### src/rtl/iso_idle_pattern_gen.sv
// Lockstep DisplayPort idle pattern generator for up to 4 main-link lanes (BS/VBID/MVID/MAUD then FILL).
// Outputs registered, 1 cycle behind the FSM; no backpressure. ISO_IDLE_SR_EN enables periodic SR substitution.
module iso_idle_pattern_gen #(
  parameter int IDLE_PERIOD = 8192,
  parameter int SR_INTERVAL = 512
) (
  input  logic       clk,
  input  logic       rst_n,
  input  logic [1:0] td_lane_count,
  input  logic       sched_idle_en_lane0,
  input  logic       sched_idle_en_lane1,
  input  logic       sched_idle_en_lane2,
  input  logic       sched_idle_en_lane3,
  output logic       idle_activate_en_lane0,
  output logic       idle_activate_en_lane1,
  output logic       idle_activate_en_lane2,
  output logic       idle_activate_en_lane3,
  output logic [7:0] idle_symbol_lane0,
  output logic [7:0] idle_symbol_lane1,
  output logic [7:0] idle_symbol_lane2,
  output logic [7:0] idle_symbol_lane3,
  output logic       idle_k_lane0,
  output logic       idle_k_lane1,
  output logic       idle_k_lane2,
  output logic       idle_k_lane3
);

  localparam int            CW       = $clog2(IDLE_PERIOD);
  localparam logic [CW-1:0] CNT_LAST = CW'(IDLE_PERIOD - 1);

  if (IDLE_PERIOD < 8 || IDLE_PERIOD > 65536 || SR_INTERVAL < 1) begin : g_param_check
    $error("iso_idle_pattern_gen: IDLE_PERIOD or SR_INTERVAL out of range");
  end

  typedef enum logic [2:0] {
    ST_OFF,
    ST_BS,
    ST_VBID,
    ST_MVID,
    ST_MAUD,
    ST_FILL
  } state_t;

  state_t        state, state_nxt;
  logic [CW-1:0] sym_cnt;
  logic [3:0]    lane_act;
  logic [3:0]    elig;
  logic [3:0]    elig_en;
  logic          any_en;
  logic          bs_entry;
  logic [7:0]    bs_sym;
  logic [7:0]    seq_sym;
  logic          seq_k;
  logic [7:0]    sym_q [4];
  logic [3:0]    k_q;
  logic [3:0]    act_q;

  always_comb begin
    elig = 4'b1111;
    case (td_lane_count)
      2'b00:   elig = 4'b0001;
      2'b01:   elig = 4'b0011;
      default: elig = 4'b1111;
    endcase
  end

  assign elig_en = elig & {sched_idle_en_lane3, sched_idle_en_lane2,
                           sched_idle_en_lane1, sched_idle_en_lane0};
  assign any_en  = |elig_en;

  always_ff @(posedge clk or negedge rst_n) begin
    if (!rst_n) state <= ST_OFF;
    else        state <= state_nxt;
  end

  always_comb begin
    state_nxt = state;
    case (state)
      ST_OFF:  if (any_en) state_nxt = ST_BS;
      ST_BS:   state_nxt = ST_VBID;
      ST_VBID: state_nxt = ST_MVID;
      ST_MVID: state_nxt = ST_MAUD;
      ST_MAUD: state_nxt = any_en ? ST_FILL : ST_OFF;
      ST_FILL: begin
        if (!any_en)                 state_nxt = ST_OFF;
        else if (sym_cnt == CNT_LAST) state_nxt = ST_BS;
      end
      default: state_nxt = ST_OFF;
    endcase
  end

  // BS lasts exactly one cycle, so the next state alone identifies a BS entry.
  assign bs_entry = (state_nxt == ST_BS);

  always_ff @(posedge clk or negedge rst_n) begin
    if (!rst_n)                               sym_cnt <= '0;
    else if (bs_entry || state_nxt == ST_OFF) sym_cnt <= '0;
    else                                      sym_cnt <= sym_cnt + 1'b1;
  end

  // Membership is re-latched at every BS; in FILL a dropped enable retires the lane at once.
  always_ff @(posedge clk or negedge rst_n) begin
    if (!rst_n)                    lane_act <= '0;
    else if (bs_entry)             lane_act <= elig_en;
    else if (state_nxt == ST_OFF)  lane_act <= '0;
    else if (state == ST_FILL)     lane_act <= lane_act & elig_en;
    else                           lane_act <= lane_act & elig;
  end

`ifdef ISO_IDLE_SR_EN
  localparam int            SW      = (SR_INTERVAL > 1) ? $clog2(SR_INTERVAL) : 1;
  localparam logic [SW-1:0] SR_LAST = SW'(SR_INTERVAL - 1);

  logic [SW-1:0] sr_cnt;

  always_ff @(posedge clk or negedge rst_n) begin
    if (!rst_n)                        sr_cnt <= '0;
    else if (bs_entry && state == ST_OFF) sr_cnt <= '0;
    else if (bs_entry)                 sr_cnt <= (sr_cnt == SR_LAST) ? '0 : sr_cnt + 1'b1;
  end

  assign bs_sym = (sr_cnt == '0) ? 8'h1C : 8'hBC;
`else
  assign bs_sym = 8'hBC;
`endif

  always_comb begin
    seq_sym = 8'h00;
    seq_k   = 1'b0;
    case (state)
      ST_BS: begin
        seq_sym = bs_sym;
        seq_k   = 1'b1;
      end
      ST_VBID: seq_sym = 8'h09;
      default: ;
    endcase
  end

  always_ff @(posedge clk or negedge rst_n) begin
    if (!rst_n) begin
      for (int i = 0; i < 4; i++) sym_q[i] <= 8'h00;
      k_q   <= '0;
      act_q <= '0;
    end else begin
      for (int i = 0; i < 4; i++) begin
        sym_q[i] <= lane_act[i] ? seq_sym : 8'h00;
        k_q[i]   <= lane_act[i] & seq_k;
        act_q[i] <= lane_act[i] & (state == ST_FILL);
      end
    end
  end

  assign idle_symbol_lane0      = sym_q[0];
  assign idle_symbol_lane1      = sym_q[1];
  assign idle_symbol_lane2      = sym_q[2];
  assign idle_symbol_lane3      = sym_q[3];
  assign idle_k_lane0           = k_q[0];
  assign idle_k_lane1           = k_q[1];
  assign idle_k_lane2           = k_q[2];
  assign idle_k_lane3           = k_q[3];
  assign idle_activate_en_lane0 = act_q[0];
  assign idle_activate_en_lane1 = act_q[1];
  assign idle_activate_en_lane2 = act_q[2];
  assign idle_activate_en_lane3 = act_q[3];

endmodule

### config.mk
export PLATFORM = sky130hd
export DESIGN_NAME = iso_idle_pattern_gen
export DESIGN_NICKNAME = d
export VERILOG_FILES = /design/src/rtl/iso_idle_pattern_gen.sv
export SDC_FILE = /design/constraint.sdc
export NUM_CORES = 1
export LEC_CHECK = 0
export ABC_AREA = 1
export CAP_MARGIN = 20
export CORE_MARGIN = 10
export CORE_UTILIZATION = 45
export DETAILED_ROUTE_END_ITERATION = 8
export MAX_ROUTING_LAYER = met4
export PLACE_DENSITY = 0.83
export SYNTH_ARGS = -nofsm -noshare
export SYNTH_HDL_FRONTEND = slang
export SYNTH_SLANG_ARGS = --single-unit
### constraint.sdc
create_clock -name clk -period 4.4 [get_ports clk]
set_clock_uncertainty 0.15 [all_clocks]
set_input_delay 0.66 -clock clk [delete_from_list [all_inputs] [get_ports clk]]
set_output_delay 0.66 -clock clk [all_outputs]
set_load 0.02 [all_outputs]
Fig. 1: the metal 3 layer
The bar under the picture is 20 um long.
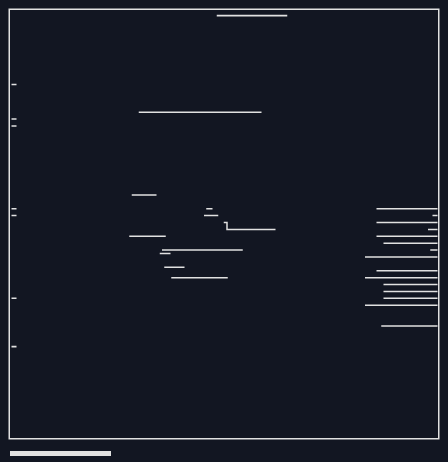
wire length on this layer: 245 um
main direction: horizontal

Fig. 2: the metal 2 layer
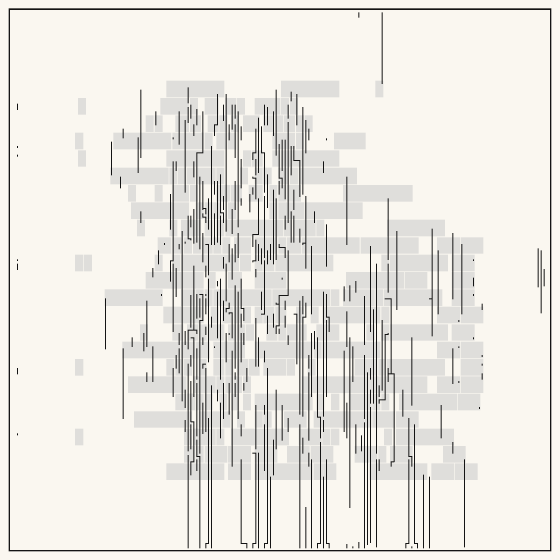
nets with wire on the layer: 205
wire length on this layer: 1890 um
main direction: vertical

Fig. 3: placement by cell class
Fill, decap, tap and diode cells in gray.
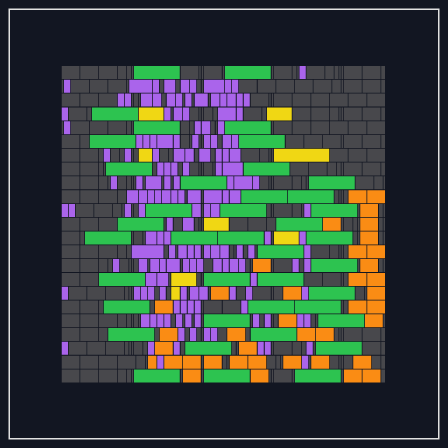
[remaining buffers and delay cells] orange | cells: 39 | share of their area: 17%
[remaining logic cells] purple | cells: 159 | share of their area: 33%
[clock drivers and dummy loads] yellow | cells: 8 | share of their area: 5.0%
[sequential cells] green | cells: 40 | share of their area: 45%

Fig. 4: placed standard cells
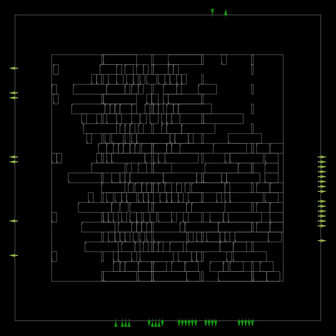
final sequential cell count: 40
fin util: 0.573
area of the placeable core: 4000 um^2
post-route non-filler standard cell count: 296

==> out/metrics.cfg <==
[layout]
final_common_cell = dfrtp_1
largest_register_by_flop_count = sym_cnt
logic_gate_count = 123
drive_gt1_frac = 0.0935
lay_top_cells = dfrtp_1, clkdlybuf4s50_1, nand2_1
seqAreaFraction = 0.437
design_area_um2 = 2290
biggestCellCategory = sequential cells
layout.nonclk_buf_frac = 0.168
syn_to_final_growth_pct = 22.7
antenna_cell_count = 0
num-clock-buffers = 5
flop_area_um2 = 1000
buffers = 39
comb_cell_area_um2 = 596
layout.filler_cells = 325
clockNetworkAreaShare = 0.0486
finalNetCount = 254

[setup_path]
critical_path.max_stage_delay_ns = 0.63
critPathKind = register to output port
end_kind = output port
crit_fanout = 4
worst_ep_required_time_ns = 3.59
startpoint = idle_symbol_lane2[5]
timing.critical_path.depth = 1
critPathSlowestCell = clkdlybuf4s50_1
cp_data_arrival_time_ns = 1.31
worstReg2RegEnd = sym_cnt[12]
cp-start-kind = register
end_of_the_critical_path = idle_symbol_lane2[5]
worstPathBufferInverterCount = 1
rr_startpoint = sym_cnt[0]

[synth]
topCombFamilyByArea = simple AND/OR/NAND/NOR gates
synthDistinctLibCells = 23
syn-cell-area_um2 = 1870
yosysWarnings = 0
synth.cellmix.simpleShare = 0.259
synth-edff-count = 0
synth.avg_cell_area_um2 = 8.76
synth-xor-area-share = 0.00938
synthTopCellsByCount = dfrtp_1, nand2_1, inv_1
synthDominantCellAreaShare = 0.536
ys_sh_adder = 0.00670
async_flop_share = 1.00
yosys-top-cells-area = dfrtp_1, buf_4, nand2_1, inv_1, nor2_1
yosysTopAreaCell = dfrtp_1
gate_count_of_the_mapped_netlist = 213
synth.mux.area_fraction = 0
synth_dominant_cell_count = dfrtp_1
synth_compound_gate_area_share = 0.0282
yosys_register_bits = 40

[power]
p_int_uw = 735
power.density_cell_area_nw_per_um2 = 513
comb-power_uw = 409
p_clk_uw = 299
total_leakage_power_uw = 0.00118
total_switching_power_uw = 439
pwr.group.sequential_uw = 467
switching_share = 0.374
clock_power_share = 0.254
irDropWorstVdd_v = 0.000249
p_total_uw = 1170

[floorplanning]
dieArea_um2 = 7130
die_width_um = 84.4
initial_core_util = 0.467
tapCellCount = 50

[place]
gpl.final_weighted_congestion = 0.839
placedCellCount = 288
port_buffer_count = 39
dpl.hpwl_um = 2750
placement_setup_slack_ns = 2.04
detailed_place.area_um2 = 2180

[clock_network]
cts_setup_buffers = 0
cts_inserted_buffers = 5
clock-sinks = 40
ctsRootBufferMaster = clkbuf_8
cts_repair_resize_count = 0
htreeDepth = 2

[global_routing]
grt_first_pass_wirelength_um = 6500
initial_antenna_violation_count = 0
globalRouteOverflowTotal = 0
grt_busiest_layer = met2
grt.met1_usage = 0.129
grt_use_total = 0.114
vias_in_the_first_global_route = 1362

[drt]
drt.antenna.violating_nets = 0
routed_wirelength_um = 3810
detail_route.drc_violations = 0
drt-vias-per-instance = 4.61
drt_iter0_markers = 109
routed-wl-met2_um = 1890
routed-via-count = 1364
met3WireLength_um = 244

[final_timing]
timing_worst_slew_pin_value_ns = 0.878
report.final.hold_viol_count = 0
fin_crit_sh = 0.481
timing.setup.tns_ns = 0
final-setup-viol-count = 0
final_critical_path_setup_slack_ns = 2.28
report.final.slew_viol_count = 0

[run_status]
outcome = finished clean

[job]
timing.max_cap.violations = 0

